### src/rtl/countdown_unit.sv
// Registered down-counter: loads a start value over valid/ready, decrements on tick,
// pulses done at zero. Define COUNTDOWN_RELOAD_EN for periodic auto-reload mode.
module countdown_unit #(
    parameter int WIDTH = 32
) (
    input  logic             clk,
    input  logic             rst_n,
    input  logic             load_valid,
    output logic             load_ready,
    input  logic [WIDTH-1:0] load_value,
    input  logic             tick,
    input  logic             abort,
    output logic [WIDTH-1:0] count,
    output logic             busy,
    output logic             done
);

    typedef enum logic [0:0] {
        ST_IDLE  = 1'b0,
        ST_COUNT = 1'b1
    } state_e;

    localparam logic [WIDTH-1:0] ZERO = '0;
    localparam logic [WIDTH-1:0] ONE  = WIDTH'(1);

    // Decrement is modulo 2^WIDTH; the COUNT exit at 1 keeps it from wrapping.
    function automatic logic [WIDTH-1:0] dec_f(input logic [WIDTH-1:0] value);
        return value - ONE;
    endfunction

    state_e           state_q, state_d;
    logic [WIDTH-1:0] count_q, count_d;
    logic             done_q, done_d;
    logic             load_fire_s;
    logic             last_tick_s;
    logic [WIDTH-1:0] expire_value_s;

    assign load_fire_s = load_valid && (state_q == ST_IDLE);
    assign last_tick_s = tick && (count_q == ONE);

`ifdef COUNTDOWN_RELOAD_EN
    logic [WIDTH-1:0] reload_q, reload_d;

    // Reload register captures every accepted start value.
    always_ff @(posedge clk or negedge rst_n) begin
        if (!rst_n) begin
            reload_q <= ZERO;
        end else begin
            reload_q <= reload_d;
        end
    end

    // Capture-on-accept next value for the reload register.
    always_comb begin
        reload_d = reload_q;
        if (load_fire_s) begin
            reload_d = load_value;
        end else begin
            reload_d = reload_q;
        end
    end

    assign expire_value_s = reload_q;
`else
    assign expire_value_s = ZERO;
`endif

    // State and datapath registers.
    always_ff @(posedge clk or negedge rst_n) begin
        if (!rst_n) begin
            state_q <= ST_IDLE;
            count_q <= ZERO;
            done_q  <= 1'b0;
        end else begin
            state_q <= state_d;
            count_q <= count_d;
            done_q  <= done_d;
        end
    end

    // Next-state logic.
    always_comb begin
        state_d = state_q;
        case (state_q)
            ST_IDLE: begin
                if (load_valid && (load_value != ZERO)) begin
                    state_d = ST_COUNT;
                end else begin
                    state_d = ST_IDLE;
                end
            end
            ST_COUNT: begin
                if (abort) begin
                    state_d = ST_IDLE;
                end else if (last_tick_s) begin
`ifdef COUNTDOWN_RELOAD_EN
                    state_d = ST_COUNT;
`else
                    state_d = ST_IDLE;
`endif
                end else begin
                    state_d = ST_COUNT;
                end
            end
            default: begin
                state_d = ST_IDLE;
            end
        endcase
    end

    // Counter and done-pulse next values; abort outranks tick in COUNT.
    always_comb begin
        count_d = count_q;
        done_d  = 1'b0;
        case (state_q)
            ST_IDLE: begin
                if (load_valid) begin
                    count_d = load_value;
                    done_d  = (load_value == ZERO);
                end else begin
                    count_d = count_q;
                    done_d  = 1'b0;
                end
            end
            ST_COUNT: begin
                if (abort) begin
                    count_d = ZERO;
                    done_d  = 1'b0;
                end else if (last_tick_s) begin
                    count_d = expire_value_s;
                    done_d  = 1'b1;
                end else if (tick) begin
                    count_d = dec_f(count_q);
                    done_d  = 1'b0;
                end else begin
                    count_d = count_q;
                    done_d  = 1'b0;
                end
            end
            default: begin
                count_d = ZERO;
                done_d  = 1'b0;
            end
        endcase
    end

    assign count      = count_q;
    assign done       = done_q;
    assign busy       = (state_q == ST_COUNT);
    assign load_ready = (state_q == ST_IDLE);

endmodule

### config.mk
export PLATFORM = sky130hd
export DESIGN_NAME = countdown_unit
export DESIGN_NICKNAME = d
export VERILOG_FILES = /design/src/rtl/countdown_unit.sv
export SDC_FILE = /design/constraint.sdc
export NUM_CORES = 1
export LEC_CHECK = 0
export ABC_AREA = 0
export ABC_CLOCK_PERIOD_IN_PS = 6200
export CAP_MARGIN = 25
export CORE_MARGIN = 2
export CORE_UTILIZATION = 50
export CTS_CLUSTER_DIAMETER = 100
export DETAILED_ROUTE_END_ITERATION = 16
export GPL_TIMING_DRIVEN = 0
export PLACE_DENSITY_LB_ADDON = 0.12
export SLEW_MARGIN = 20
export SYNTH_ARGS = -nofsm -noshare
export SYNTH_HDL_FRONTEND = slang
export SYNTH_SLANG_ARGS = --single-unit
export TNS_END_PERCENT = 30
### constraint.sdc
create_clock -name clk -period 6.2 [get_ports clk]
set_clock_uncertainty 0.2 [all_clocks]
set_input_delay 1.24 -clock clk [delete_from_list [all_inputs] [get_ports clk]]
set_output_delay 1.24 -clock clk [all_outputs]
set_load 0.005 [all_outputs]
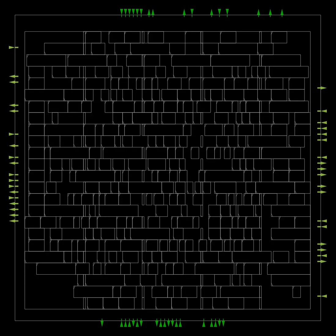
Run 1: cell outlines without signal wires
number of tapcells: 52
flip-flop and latch count: 34
placeable core region: 0.00438 mm^2
flip-flop and latch share of the layout cell area: 26.8%

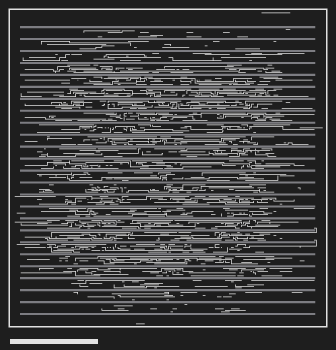
Run 1: M1 wires
Bar = 20 um. Supply wires on this layer in grey.
The layer carries 3,320 um of wire. The layer holds 41% of the routed length. The wires run mostly horizontal. 327 nets have wire on it. The longest straight run is 27.1 um.
total number of vias: 2,734
final WL: 8090 um
fraction of met1 tracks used by global routing: 42.9%

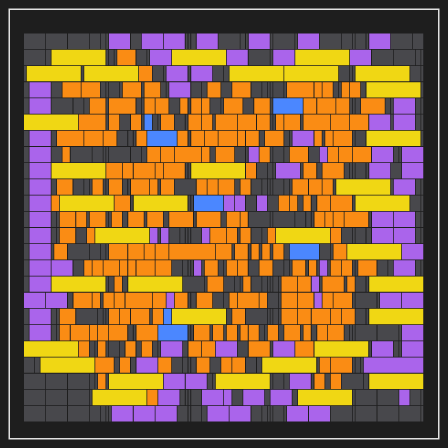
Run 1: cells coloured by class
Fill, decap, tap and diode cells in grey.
Yellow marks flops, cells 34. Blue marks clock drivers and dummy loads, cells 7. Orange marks combinational and other logic, cells 211. Purple marks other buffers and delay cells, cells 86.
final cell area excluding filler cells: 0.00317 mm^2
final standard cell utilization of the core: 72.3%
std cell rows: 24

==> GITHUB_STEP_SUMMARY, run 1 <==
## PnR job results

| Metric | Value |
|---|---|
| Yosys-reported design area after synthesis | 0.00230 mm^2 |
| Post-synth ARST share | 100% |
| Worst skew pair latency | 290 ps |
| Met1 Wirelength | 3320 um |
| Layout clock buffers | 7 |
| Post-synth mux share | 0.489% |
| Synthesized area per cell | 8.86 um^2 |
| Vias per cell | 7.01 |
| Sequence of cells on the critical path | clkdlybuf4s50_1 > o21ai_0 > and2_1 > clkbuf_1 > clkbuf_1 > a22oi_1 > o211ai_1 |
| Power drawn by the clock network | 160 uW |
| TritonCTS clock tree | done |
| Worst path arrival time | 3590 ps |
| Cell kind with the greatest summed area | logic gates |
| Chip Area | 0.00517 mm^2 |
| Post-Synthesis Net Count | 299 |
| Number of nets in the final layout | 377 |
| Library cell contributing the largest single delay on the critical path | sky130_fd_sc_hd__clkbuf_1 |
| Highest-utilization routing layer at the global route stage | met2 |
| Number of flops mapped to enable cells by yosys | 0 |
| Worst hold margin | 384 ps |
| Number of remaining DRC errors | 0 |
| Cells on Worst Hold Path | 1 |
| Most frequent cells in the layout | 69 x sky130_fd_sc_hd__clkdlybuf4s50_1, 34 x sky130_fd_sc_hd__dfrtp_1, 17 x sky130_fd_sc_hd__nand2_1, 17 x sky130_fd_sc_hd__o21ai_0 |
| Number of DRC violations after detailed-routing iteration 0 | 431 |
| Cell type with the highest aggregate area in the netlist | sky130_fd_sc_hd__dfrtp_1 |
| Static Leak | 1.17 nW |
| Global-route wire length before repair | 12,800 um |
| TritonCTS Sinks | 34 |
| Post-CTS setup buffer count | 0 |
| Run status | completed |
| Switching pwr | 372 uW |
| Maximum VDD drop | 0.000154 V |
| Non-clock buffers, area share | 25.0% |
| Dominant synthesized flop cell | sky130_fd_sc_hd__dfrtp_1 |
| TritonCTS buffer count | 5 |
| Setup slack, reg-to-reg | 3410 ps |
| Number of antenna violations at the first check in global routing | 0 |
| Number of levels in the clock H-tree | 2 |
| Antenna diode count | 0 |
| Setup TNS | 0 ps |
| Buffering stage count on the worst path with inverters included | 3 |
| Clock transition at the register clock pins on the worst setup and hold paths after CTS | 70 ps |
| Worst setup startpoint | abort |
| Endpoints failing setup | 0 |
| Comb pwr | 410 uW |
| Logic area | 0.00137 mm^2 |
| Post-Syn Area | 0.00230 mm^2 |
| Share of the final layout cell area in multi-input gates | 43.2% |
| Dominant cell area share | 36.9% |
| X dimension of the die | 71.9 um |
| Detail Route Antenna Nets | 0 |
| Clock Tree Buf Depth | 2 |
| Hold Path Sink | count[20] |
| Post-Synth Adder-Cell Area | 1.09% |
| Most common library cell in the layout ignoring fill and taps | sky130_fd_sc_hd__clkdlybuf4s50_1 |
| Fraction of final layout cells sized beyond drive strength 1 | 7.69% |
| Final-report hold violation count | 0 |
| Post-synthesis sequential element count | 34 |
| Startpoint of the worst-slack reg-to-reg timing path | count[27] |
| Global-route met2 utilization | 49.8% |
| Final clock-cell share | 2.41% |
| Smallest setup slack after layout | 2620 ps |
| Area growth from synthesis to layout | 37.5% |
| CP startpoint kind | input port |
| Floorplan core density | 52.6% |
| Slew at the pin closest to its max-slew limit | 692 ps |
| Dominant kind of combinational cell | simple AND/OR/NAND/NOR gates |
| Warning total across the stage logs | 27 |
| Max-cap violation count | 0 |
| Power of the sequential group | 376 uW |
| Final worst path period need | 3580 ps |
| Number of instances in the placed design | 383 |
| Register cell area after layout | 851 um^2 |
| Commonest cells post-synth | 34 x sky130_fd_sc_hd__dfrtp_1, 17 x sky130_fd_sc_hd__nand2_1, 17 x sky130_fd_sc_hd__o21ai_0, 15 x sky130_fd_sc_hd__nand3_1, 15 x sky130_fd_sc_hd__nor2_1 |
| Family of cells with the greatest summed delay on the critical path | buffers and inverters |
| Yosys stat cell total | 260 |
| Final GP Congestion | 0.961 |
| Worst slew slack as a fraction of its limit | 53.5% |
| Clock Root Buffer | sky130_fd_sc_hd__clkbuf_8 |
| Compound-Gate Fraction of Synth Area | 27.3% |
| HPWL reported at the end of detailed placement | 5810 um |
| RSZ-0062 raised after global routing | false |
| Critical path's most frequent cell | sky130_fd_sc_hd__clkbuf_1 |
| Stages on the worst setup path | 7 |
| Setup WS pre-CTS | 2450 ps |
| DRT Pass-1 Iters | 5 |
| Total power per unit cell area | 299 mW/mm^2 |
| Switching part of the total power | 39.3% |
| Critical register-to-register path endpoint | count[3] |
| Highest layer used for signal routing | met4 |
| Total power | 946 uW |
| Global route overflow | 0 |
| Number of hold buffers added after CTS | 0 |
| Global-route usage over all layers | 32.1% |
| Termination of the worst setup path | count[21] |
| Biggest cell delay along the critical path | 510 ps |
| Buffers excl. clock | 86 |
| Final critical-path share of the clock period | 57.7% |
| Internal | 575 uW |
| Vias in the first global route | 2,574 |
| Detailed-route wire length per cell | 20.8 um |
| Tightest Hold Check Type | reg -> reg |
| Largest net degree at the start of global routing | 21 |
| Met3 routed wirelength | 883 um |
| Slew Limit Fails | 0 |
| Startpoint-to-endpoint class of the critical path | in -> reg |
| Post-synth cell types | 54 |
| DP Area | 0.00309 mm^2 |
| Post-synth area hogs | sky130_fd_sc_hd__dfrtp_1 37%, sky130_fd_sc_hd__nor4_1 3.8%, sky130_fd_sc_hd__o21ai_0 3.7%, sky130_fd_sc_hd__o311ai_0 3.4%, sky130_fd_sc_hd__nand3_1 3.3% |
Run 1, metal layers overlaid:
Bar = 20 um. Two of the layers only.
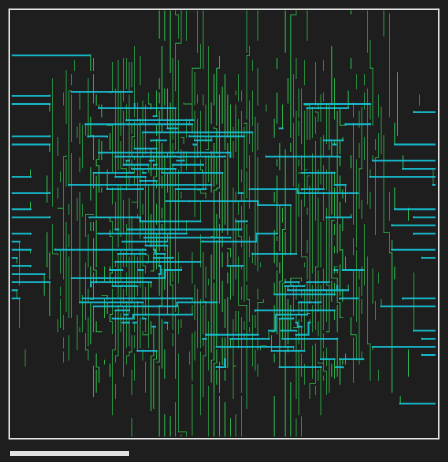

==> run 1 -> run 2 <==
Settings changed: ABC_CLOCK_PERIOD_IN_PS 6200 to 3000, CORE_UTILIZATION 50 to 42.
Clock period 6.2 ns to 3 ns, I/O delays scaled along.
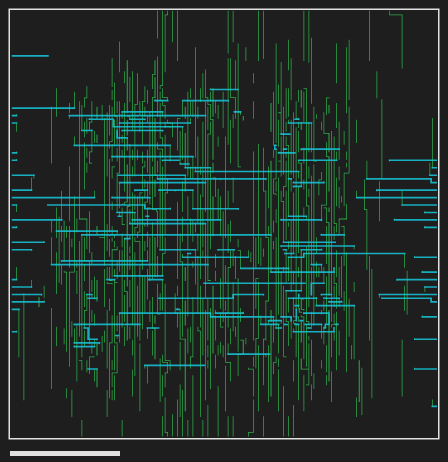
Run 2: metal layers overlaid
Bar = 20 um. Two of the layers only.
Cyan marks metal 3, wire length 902 um. Green marks metal 2, wire length 3,720 um.
detailed-route wire length per cell: 20.5 um
final WL: 8390 um
total number of vias: 2,763

==> run 2 against run 1 <==
Net effect:
- register-to-register slack worse by 3200 ps
- global-route usage shrank 3.7 points
- largest power group unchanged
- sequential cell count stayed put
- clock-buffer cell count is 1 higher
- final cell count is 4.9% higher
- first-iteration DRC count is 37% lower
- setup slack got worse by 2500 ps
- sequential power is 110% higher
- non-clock buffer count unchanged
- largest cell class unchanged
- hold slack worse by 330 ps
==> GITHUB_STEP_SUMMARY, run 2 <==
## PnR job results

| Metric | Value |
|---|---|
| Run status | completed |
| Number of antenna violations at the first check in global routing | 0 (unchanged) |
| Fraction of met1 tracks used by global routing | 38.1% (-4.8 points) |
| X dimension of the die | 78.1 um (+8.6%) |
| Final critical-path share of the clock period | 95.4% |
| Highest layer used for signal routing | met4 |
| Critical register-to-register path endpoint | count[3] |
| Clock Tree Buf Depth | 2 (unchanged) |
| Final clock-cell share | 3.41% (+1.0 points) |
| Termination of the worst setup path | count[3] |
| Clock Root Buffer | sky130_fd_sc_hd__clkbuf_8 |
| Dominant synthesized flop cell | sky130_fd_sc_hd__dfrtp_1 |
| Comb pwr | 851 uW (+110%) |
| TritonCTS buffer count | 5 (unchanged) |
| Switching part of the total power | 38.1% (-1.2 points) |
| Number of hold buffers added after CTS | 0 (unchanged) |
| Logic area | 0.00137 mm^2 (unchanged) |
| Post-CTS setup buffer count | 0 (unchanged) |
| Placeable core region | 0.00520 mm^2 (+19%) |
| Non-clock buffers, area share | 24.6% (-0.41 points) |
| Detail Route Antenna Nets | 0 (unchanged) |
| Layout clock buffers | 8 (+1) |
| Yosys stat cell total | 260 (unchanged) |
| Final-report hold violation count | 0 (unchanged) |
| Register cell area after layout | 851 um^2 (unchanged) |
| Worst skew pair latency | 290 ps (about the same) |
| Largest net degree at the start of global routing | 19 (-9.5%) |
| Internal | 1.26 mW (+120%) |
| DP Area | 0.00312 mm^2 (+0.73%) |
| Global-route wire length before repair | 13,500 um (+5.4%) |
| Share of the final layout cell area in multi-input gates | 42.5% (-0.77 points) |
| Buffering stage count on the worst path with inverters included | 3 (unchanged) |
| Antenna diode count | 0 (unchanged) |
| Biggest cell delay along the critical path | 550 ps (+40 ps) |
| Library cell contributing the largest single delay on the critical path | sky130_fd_sc_hd__clkdlybuf4s50_1 |
| Worst path arrival time | 2830 ps (-760 ps) |
| Most common library cell in the layout ignoring fill and taps | sky130_fd_sc_hd__clkdlybuf4s50_1 |
| Worst setup startpoint | tick |
| Stages on the worst setup path | 8 (+1) |
| Floorplan core density | 44.3% (-8.3 points) |
| Dominant kind of combinational cell | simple AND/OR/NAND/NOR gates |
| Most frequent cells in the layout | 69 x sky130_fd_sc_hd__clkdlybuf4s50_1, 34 x sky130_fd_sc_hd__dfrtp_1, 17 x sky130_fd_sc_hd__nand2_1, 17 x sky130_fd_sc_hd__o21ai_0 |
| Flip-flop and latch share of the layout cell area | 26.4% (-0.48 points) |
| Number of remaining DRC errors | 0 (unchanged) |
| Sequence of cells on the critical path | clkdlybuf4s50_1 > nor4bb_1 > and4_1 > a31oi_1 > buf_2 > buf_2 > a32oi_1 > nand3_1 |
| Post-Synthesis Net Count | 299 (unchanged) |
| Area growth from synthesis to layout | 40.0% |
| TritonCTS Sinks | 34 (unchanged) |
| Static Leak | 1.19 nW (+1.9%) |
| DRT Pass-1 Iters | 6 (+1) |
| Global route overflow | 0 (unchanged) |
| Yosys-reported design area after synthesis | 0.00230 mm^2 (unchanged) |
| Setup TNS | 0 ps (unchanged) |
| CP startpoint kind | input port |
| Setup WS pre-CTS | -122 ps (-2570 ps) |
| Highest-utilization routing layer at the global route stage | met2 |
| RSZ-0062 raised after global routing | false |
| Tightest Hold Check Type | in -> async |
| Power drawn by the clock network | 414 uW (+160%) |
| Setup slack, reg-to-reg | 220 ps (-3190 ps) |
| Vias in the first global route | 2,602 (+1.1%) |
Run 2, cells coloured by class:
Fill, decap, tap and diode cells in grey.
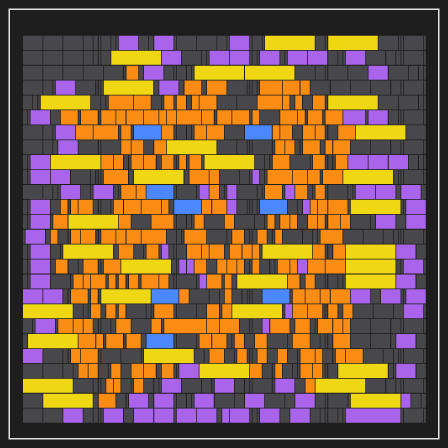

==> run 2 -> run 3 <==
Settings changed: CELL_PAD_IN_SITES_DETAIL_PLACEMENT set to 2, CELL_PAD_IN_SITES_GLOBAL_PLACEMENT set to 2, CORE_MARGIN 2 to unset, CORE_UTILIZATION 42 to 24.
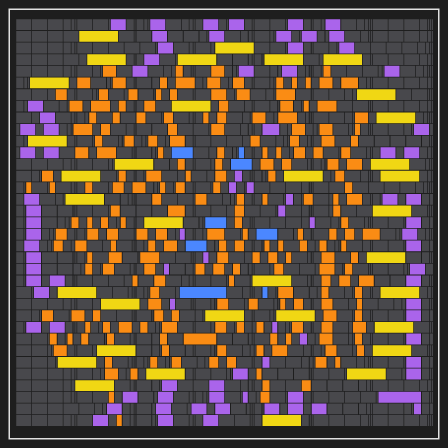
Run 3: cells coloured by class
Fill, decap, tap and diode cells in grey.
final cell area excluding filler cells: 0.00331 mm^2
placeable core region: 0.00928 mm^2
std cell rows: 35
final standard cell utilization of the core: 35.6%
flip-flop and latch share of the layout cell area: 25.7%

==> run 3 against run 2 <==
Net effect:
- clock power increased by 6.3%
- non-clock buffer count unchanged
- clock-buffer cell count decreased by 1
- synthesized cell count unchanged
- register-to-register slack got worse by 60 ps
- via count decreased by 2.6%
- maximum frequency decreased by 1.4%
- core utilization decreased by 26 points
- critical path type unchanged
==> GITHUB_STEP_SUMMARY, run 3 <==
## PnR job results

| Metric | Value |
|---|---|
| Run status | completed |
| TritonCTS buffer count | 5 (unchanged) |
| Fraction of met1 tracks used by global routing | 29.8% (-8.3 points) |
| Antenna diode count | 0 (unchanged) |
| X dimension of the die | 100 um (+28%) |
| Number of remaining DRC errors | 0 (unchanged) |
| Library cell contributing the largest single delay on the critical path | sky130_fd_sc_hd__clkdlybuf4s50_1 |
| Floorplan core density | 24.8% (-19 points) |
| Clock Tree Buf Depth | 2 (unchanged) |
| Worst path arrival time | 2860 ps (+30 ps) |
| Tightest Hold Check Type | in -> async |
| Setup slack, reg-to-reg | 160 ps (-60 ps) |
| Most frequent cells in the layout | 69 x sky130_fd_sc_hd__clkdlybuf4s50_1, 34 x sky130_fd_sc_hd__dfrtp_1, 17 x sky130_fd_sc_hd__nand2_1, 17 x sky130_fd_sc_hd__o21ai_0 |
| Buffering stage count on the worst path with inverters included | 3 (unchanged) |
| Final clock-cell share | 3.22% (-0.19 points) |
| Post-CTS setup buffer count | 0 (unchanged) |
| Global-route wire length before repair | 17,000 um (+26%) |
| Final-report hold violation count | 0 (unchanged) |
| Number of instances in the placed design | 460 |
| Final critical-path share of the clock period | 96.7% (+1.3 points) |
| Highest layer used for signal routing | met4 |
| Dominant synthesized flop cell | sky130_fd_sc_hd__dfrtp_1 |
| Critical register-to-register path endpoint | count[3] |
| Max-cap violation count | 0 |
| Startpoint-to-endpoint class of the critical path | in -> reg |
| Vias in the first global route | 2,926 (+12%) |
| Number of hold buffers added after CTS | 0 (unchanged) |
| Area growth from synthesis to layout | 43.4% |
| Warnings from Yosys | 0 |
| Highest-utilization routing layer at the global route stage | met2 |
| Setup TNS | 0 ps (unchanged) |
| Layout clock buffers | 7 (-1) |
| Switching part of the total power | 39.5% (+1.4 points) |
| TritonCTS Sinks | 34 (unchanged) |
| Detailed-route wire length per cell | 23.1 um (+13%) |
| Dominant kind of combinational cell | simple AND/OR/NAND/NOR gates |
| Global route overflow | 0 (unchanged) |
| Yosys-reported design area after synthesis | 0.00230 mm^2 (unchanged) |
| Share of the final layout cell area in multi-input gates | 41.6% (-0.82 points) |
| Most common library cell in the layout ignoring fill and taps | sky130_fd_sc_hd__clkdlybuf4s50_1 |
| Worst skew pair latency | 290 ps (about the same) |
| Post-Synthesis Net Count | 299 (unchanged) |
| Non-clock buffers, area share | 24.1% (-0.51 points) |
| Comb pwr | 887 uW (+4.2%) |
| Number of antenna violations at the first check in global routing | 0 (unchanged) |
| Sequence of cells on the critical path | clkdlybuf4s50_1 > nor4bb_1 > and4_1 > a31oi_1 > buf_2 > buf_2 > a32oi_1 > nand3_1 |
| Yosys stat cell total | 260 (unchanged) |
| Clock Root Buffer | sky130_fd_sc_hd__clkbuf_8 |
| Static Leak | 1.19 nW (+0.12%) |
| Post-synth mux share | 0.489% |
| Logic area | 0.00138 mm^2 (+0.46%) |
| Share of total power in the clock network | 20.8% |
| Stages on the worst setup path | 8 (unchanged) |
| RSZ-0062 raised after global routing | false |
| Biggest cell delay along the critical path | 560 ps (about the same) |
| Termination of the worst setup path | count[3] |
| Power drawn by the clock network | 440 uW (+6.3%) |
| Post-synth ARST share | 100% |
| Total number of vias | 2,690 (-2.6%) |
| CP startpoint kind | input port |

## Gallery

Wiring heat map.
picture 1
Bar = 20 um. The die is cut into 14 by 14 equal tiles; black is low, pale yellow is high, scaled to the fullest tile. Values are wire area over tile area, all layers added.
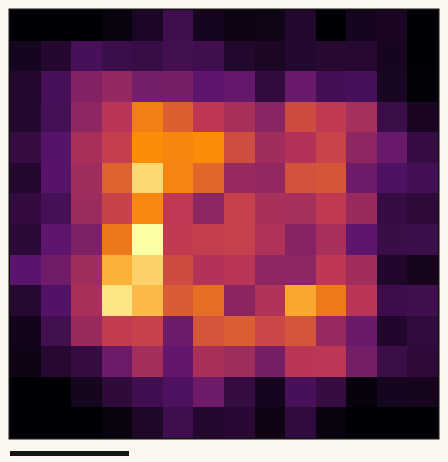
picture 2
Bar = 20 um. The die is cut into 16 by 16 equal tiles; black is low, pale yellow is high, scaled to the fullest tile. Values are wire area over tile area, all layers added.
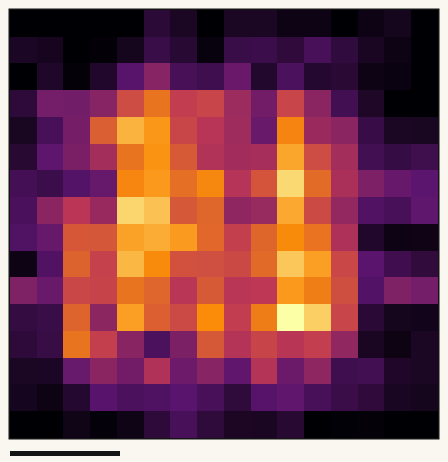
run 2 -> picture 2
run 1 -> picture 1
The one with the largest die is picture 2.

Power figures rest on the tool's default switching activity, not on a simulated workload.
